route_heat.png
The bar under the picture is 20 um long. The die is cut into 20 by 20 equal tiles; dark blue is low, red is high, scaled to the fullest tile. Values are wire area over tile area, all layers added.
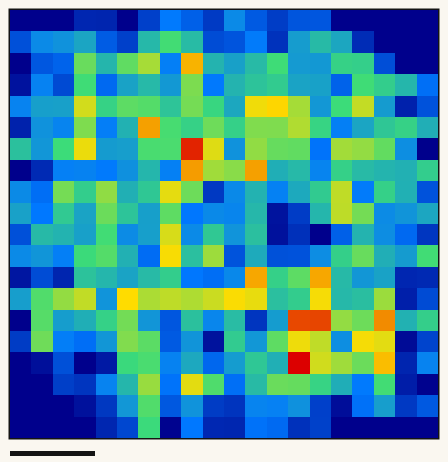
congestion_map.png
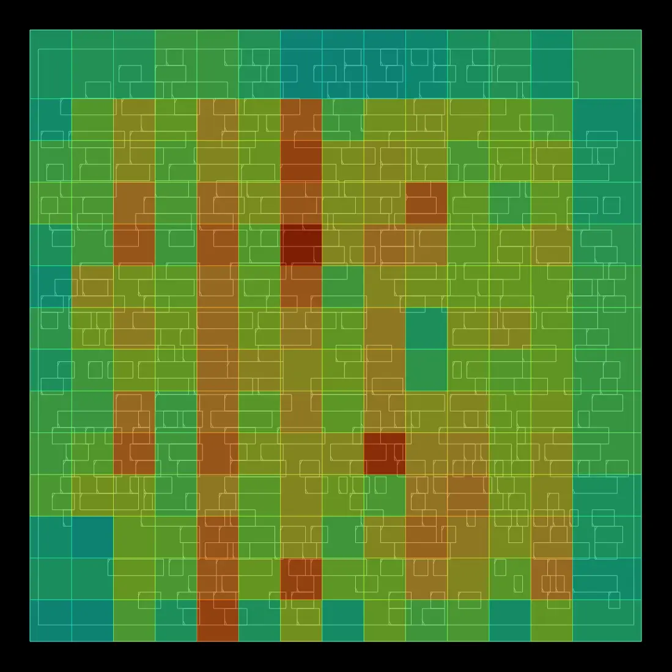
util_map.png
The bar under the picture is 20 um long. The die is cut into 10 by 10 equal tiles; dark blue is low, red is high, 0 to 100% covered.
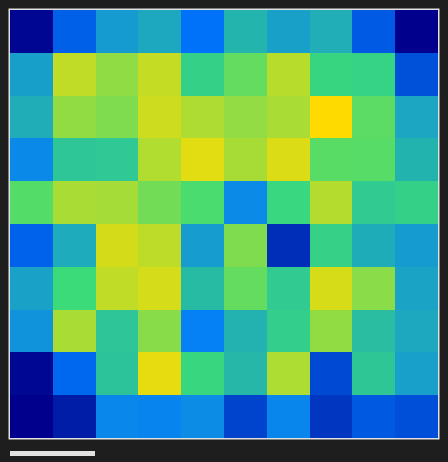
class_map.png
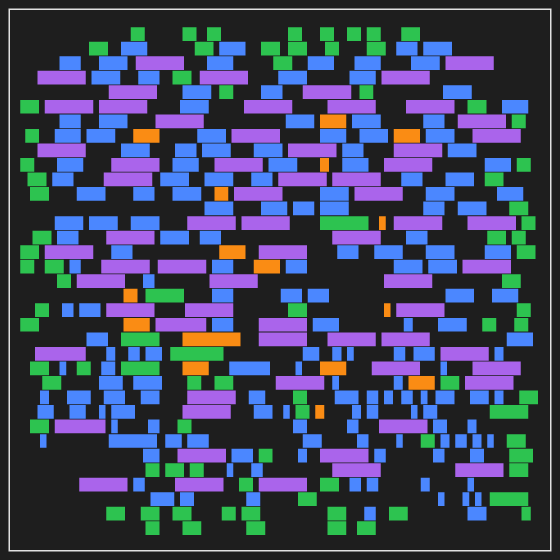
## src/rtl/sdram_request_scheduler.sv

```systemverilog
// ---------------------------------------------------------------------------
// sdram_request_scheduler
//   Front end of the SDRAM command FSM. Buffers host read/write requests in a
//   2-entry FIFO and presents the head as rd_enable/wr_enable/req_addr. It
//   watches the FSM state output to pop accepted requests, flag protocol
//   errors, time refreshes and report operation completion.
//
// Ports
//   CLK, RESET        clock, asynchronous active-low reset
//   host_valid/ready  request handshake (push when both high)
//   host_we/addr      request type (1 = write) and address
//   ctrl_state        5-bit state of the SDRAM command FSM
//   rd/wr_enable      request to the FSM for the queue head
//   req_addr          head address (0 when the queue is empty)
//   refresh_cnt       saturating cycles-since-refresh counter
//   refresh_urgent    refresh_cnt >= REFRESH_THRESHOLD
//   op_done/_we       one-cycle completion pulse and its op type
//   queue_count       occupied entries (0..2)
//   proto_err         sticky: FSM accepted a type other than the head
// ---------------------------------------------------------------------------
module sdram_request_scheduler #(
   parameter int ADDR_WIDTH        = 22,
   parameter int REFRESH_WIDTH     = 10,
   parameter int REFRESH_THRESHOLD = 519
) (
   input  logic                     CLK,
   input  logic                     RESET,
   input  logic                     host_valid,
   output logic                     host_ready,
   input  logic                     host_we,
   input  logic [ADDR_WIDTH-1:0]    host_addr,
   input  logic [4:0]               ctrl_state,
   output logic                     rd_enable,
   output logic                     wr_enable,
   output logic [ADDR_WIDTH-1:0]    req_addr,
   output logic [REFRESH_WIDTH-1:0] refresh_cnt,
   output logic                     refresh_urgent,
   output logic                     op_done,
   output logic                     op_done_we,
   output logic [1:0]               queue_count,
   output logic                     proto_err
);

   localparam logic [4:0] ST_IDLE      = 5'b00000;
   localparam logic [4:0] ST_REF_START = 5'b00001;
   localparam logic [4:0] ST_INIT      = 5'b01000;
   localparam logic [4:0] ST_INIT_LAST = 5'b01111;
   localparam logic [4:0] ST_WR_START  = 5'b11000;
   localparam logic [4:0] ST_RD_START  = 5'b10000;

   logic [4:0]               prev_state_q;
   logic [1:0]               cnt_q, cnt_d;
   logic                     we0_q, we0_d, we1_q, we1_d;
   logic [ADDR_WIDTH-1:0]    addr0_q, addr0_d, addr1_q, addr1_d;
   logic [REFRESH_WIDTH-1:0] ref_q, ref_d;
   logic                     done_q, done_d, done_we_q, done_we_d;
   logic                     perr_q, perr_d;

   logic head_valid, push, pop, accept, acc_we, ref_clr, done_evt, slot0;

   // Events are edges of the FSM state, so a state held for many cycles
   // (clock-enabled FSM) fires each event only once.
   assign accept   = (prev_state_q == ST_IDLE) &&
                     ((ctrl_state == ST_WR_START) || (ctrl_state == ST_RD_START));
   assign acc_we   = ctrl_state[3];
   assign ref_clr  = ((prev_state_q == ST_IDLE) && (ctrl_state == ST_REF_START)) ||
                     ((prev_state_q == ST_INIT_LAST) && (ctrl_state == ST_IDLE));
   assign done_evt = prev_state_q[4] && (ctrl_state == ST_IDLE);

   assign head_valid = (cnt_q != 2'd0);
   assign host_ready = (cnt_q != 2'd2);
   assign push       = host_valid && host_ready;
   assign pop        = accept && head_valid;

   // After a pop the surviving entry shifts into slot 0, so the free slot
   // for a simultaneous push is one lower than the current count.
   assign slot0 = pop ? (cnt_q == 2'd1) : (cnt_q == 2'd0);

   always_comb begin
      we0_d   = we0_q;
      we1_d   = we1_q;
      addr0_d = addr0_q;
      addr1_d = addr1_q;
      cnt_d   = cnt_q;
      if (pop) begin
         we0_d   = we1_q;
         addr0_d = addr1_q;
      end
      if (push) begin
         if (slot0) begin
            we0_d   = host_we;
            addr0_d = host_addr;
         end else begin
            we1_d   = host_we;
            addr1_d = host_addr;
         end
      end
      case ({push, pop})
         2'b10:   cnt_d = cnt_q + 2'd1;
         2'b01:   cnt_d = cnt_q - 2'd1;
         default: cnt_d = cnt_q;
      endcase
   end

   always_comb begin
      perr_d = perr_q;
      if (accept && (!head_valid || (acc_we != we0_q)))
         perr_d = 1'b1;

      ref_d = ref_q;
      if (ref_clr)
         ref_d = '0;
      else if (ref_q != {REFRESH_WIDTH{1'b1}})
         ref_d = ref_q + 1'b1;

      done_d    = done_evt;
      done_we_d = done_evt ? prev_state_q[3] : done_we_q;
   end

   always_ff @(posedge CLK or negedge RESET) begin
      if (!RESET) begin
         prev_state_q <= ST_INIT;
         cnt_q        <= 2'd0;
         we0_q        <= 1'b0;
         we1_q        <= 1'b0;
         addr0_q      <= '0;
         addr1_q      <= '0;
         ref_q        <= '0;
         done_q       <= 1'b0;
         done_we_q    <= 1'b0;
         perr_q       <= 1'b0;
      end else begin
         prev_state_q <= ctrl_state;
         cnt_q        <= cnt_d;
         we0_q        <= we0_d;
         we1_q        <= we1_d;
         addr0_q      <= addr0_d;
         addr1_q      <= addr1_d;
         ref_q        <= ref_d;
         done_q       <= done_d;
         done_we_q    <= done_we_d;
         perr_q       <= perr_d;
      end
   end

   assign wr_enable      = head_valid && we0_q;
   assign rd_enable      = head_valid && !we0_q;
   assign req_addr       = head_valid ? addr0_q : '0;
   assign refresh_cnt    = ref_q;
   assign refresh_urgent = (ref_q >= REFRESH_WIDTH'(REFRESH_THRESHOLD));
   assign op_done        = done_q;
   assign op_done_we     = done_we_q;
   assign queue_count    = cnt_q;
   assign proto_err      = perr_q;

endmodule

```

## config.mk

```make
export PLATFORM = sky130hd
export DESIGN_NAME = sdram_request_scheduler
export DESIGN_NICKNAME = d
export VERILOG_FILES = /design/src/rtl/sdram_request_scheduler.sv
export SDC_FILE = /design/constraint.sdc
export NUM_CORES = 1
export LEC_CHECK = 0
export CAP_MARGIN = 10
export CELL_PAD_IN_SITES_DETAIL_PLACEMENT = 1
export CELL_PAD_IN_SITES_GLOBAL_PLACEMENT = 2
export CORE_UTILIZATION = 34
export DETAILED_ROUTE_END_ITERATION = 6
export PLACE_DENSITY_LB_ADDON = 0.1
export SYNTH_ARGS = -nofsm -noshare
export SYNTH_HDL_FRONTEND = slang
export SYNTH_SLANG_ARGS = --single-unit
```

## constraint.sdc

```tcl
create_clock -name CLK -period 2.2 [get_ports CLK]
set_input_delay 0.44 -clock CLK [delete_from_list [all_inputs] [get_ports CLK]]
set_output_delay 0.44 -clock CLK [all_outputs]
set_load 0.05 [all_outputs]
```

==> flow_summary.ini <==
; flow metrics
[cts]
numCtsBuffers = 9
cts_resized = 1
path_clk_slew_ns = 0.08

[power_and_ir_drop]
p_leak_uw = 0.00216
powerClk_uw = 1000
ir_drop_mv = 0.733
p_comb_frac = 0.592
seq-power_uw = 2210
p_sw_frac = 0.435

[synthesis]
syn_nets = 283
synth-compound-area-share = 0.0364
yosysWarnings = 0
edf_count = 0
yosys-stat-area_sq_um = 3340
top_cells_by_count = 65 x dfrtp_1, 40 x mux2_4, 30 x mux2_2, 23 x nor2b_1, 9 x nand2_1
logic_family = multiplexers
yosysMostFrequentCell = dfrtp_1
ys_sh_mux = 0.290

[detailed_routing]
dr_wl_met3_um = 321
routed.top_layer = met4
ant_nets = 0
wl_met1_mm = 3.56

[setup_path]
arrival_ns = 1.66
startpoint = refresh_cnt[3]$_DFFE_PN0P_
crit-reg2reg-launch = refresh_cnt[0]$_DFFE_PN0P_
endpoint = refresh_cnt[3]
rr_endpoint = refresh_cnt[0]$_DFFE_PN0P_
cp.depth = 1
max_stage_delay_ns = 0.84
cp_top_family = buffers and inverters
r2r_slack_ns = 0.23

[global_routing]
grt_busiest_layer = met2
grt_overflow = 0
grt_max_degree = 67
grt_pass1_vias = 2408
grt_pass1_wl_mm = 12.6

[final_timing]
fin_ws_ns = 0.0983
fin_crit_ns = 2.10
max_freq_ghz = 0.476
worst_pin_slew_ns = 0.510

[placed_design]
io_buffers = 71
dp_hpwl_mm = 5.03
place_congestion = 0.733

[flow_run]
maxCapViolCount = 0

[floorplanning]
dieArea_sq_um = 10200
rows = 35
dieHeight_um = 101

[final_layout]
flops = 66
clkCellAreaFrac = 0.0403
layout.nets = 368
seq-cell-share = 0.358
n_antenna_cell = 0
logic_area_sq_um = 1750

[run_status]
outcome = complete, no violations
Back to the opening pictures, route_heat.png:
- mean over tiles: 0.12
- emptiest ninth of the die: lower left
- tiles over half the peak: 25%

Back to the opening pictures, congestion_map.png:
Final Core Density: 0.493
GRT met2 Usage: 0.268
Avg WL per Cell: 16.5 um
met3 GRT Util: 0.0409
met1 Usage GRT: 0.212

Back to the opening pictures, util_map.png:
- mean over tiles: 44%
- nearly empty tiles: 4.0%
- tiles over 75% full: 1.0%

Back to the opening pictures, class_map.png:
- orange: clock drivers and dummy loads (cells 16)
- purple: sequential cells (cells 66)
- green: remaining buffers and delay cells (cells 86)
- blue: remaining logic cells (cells 169)

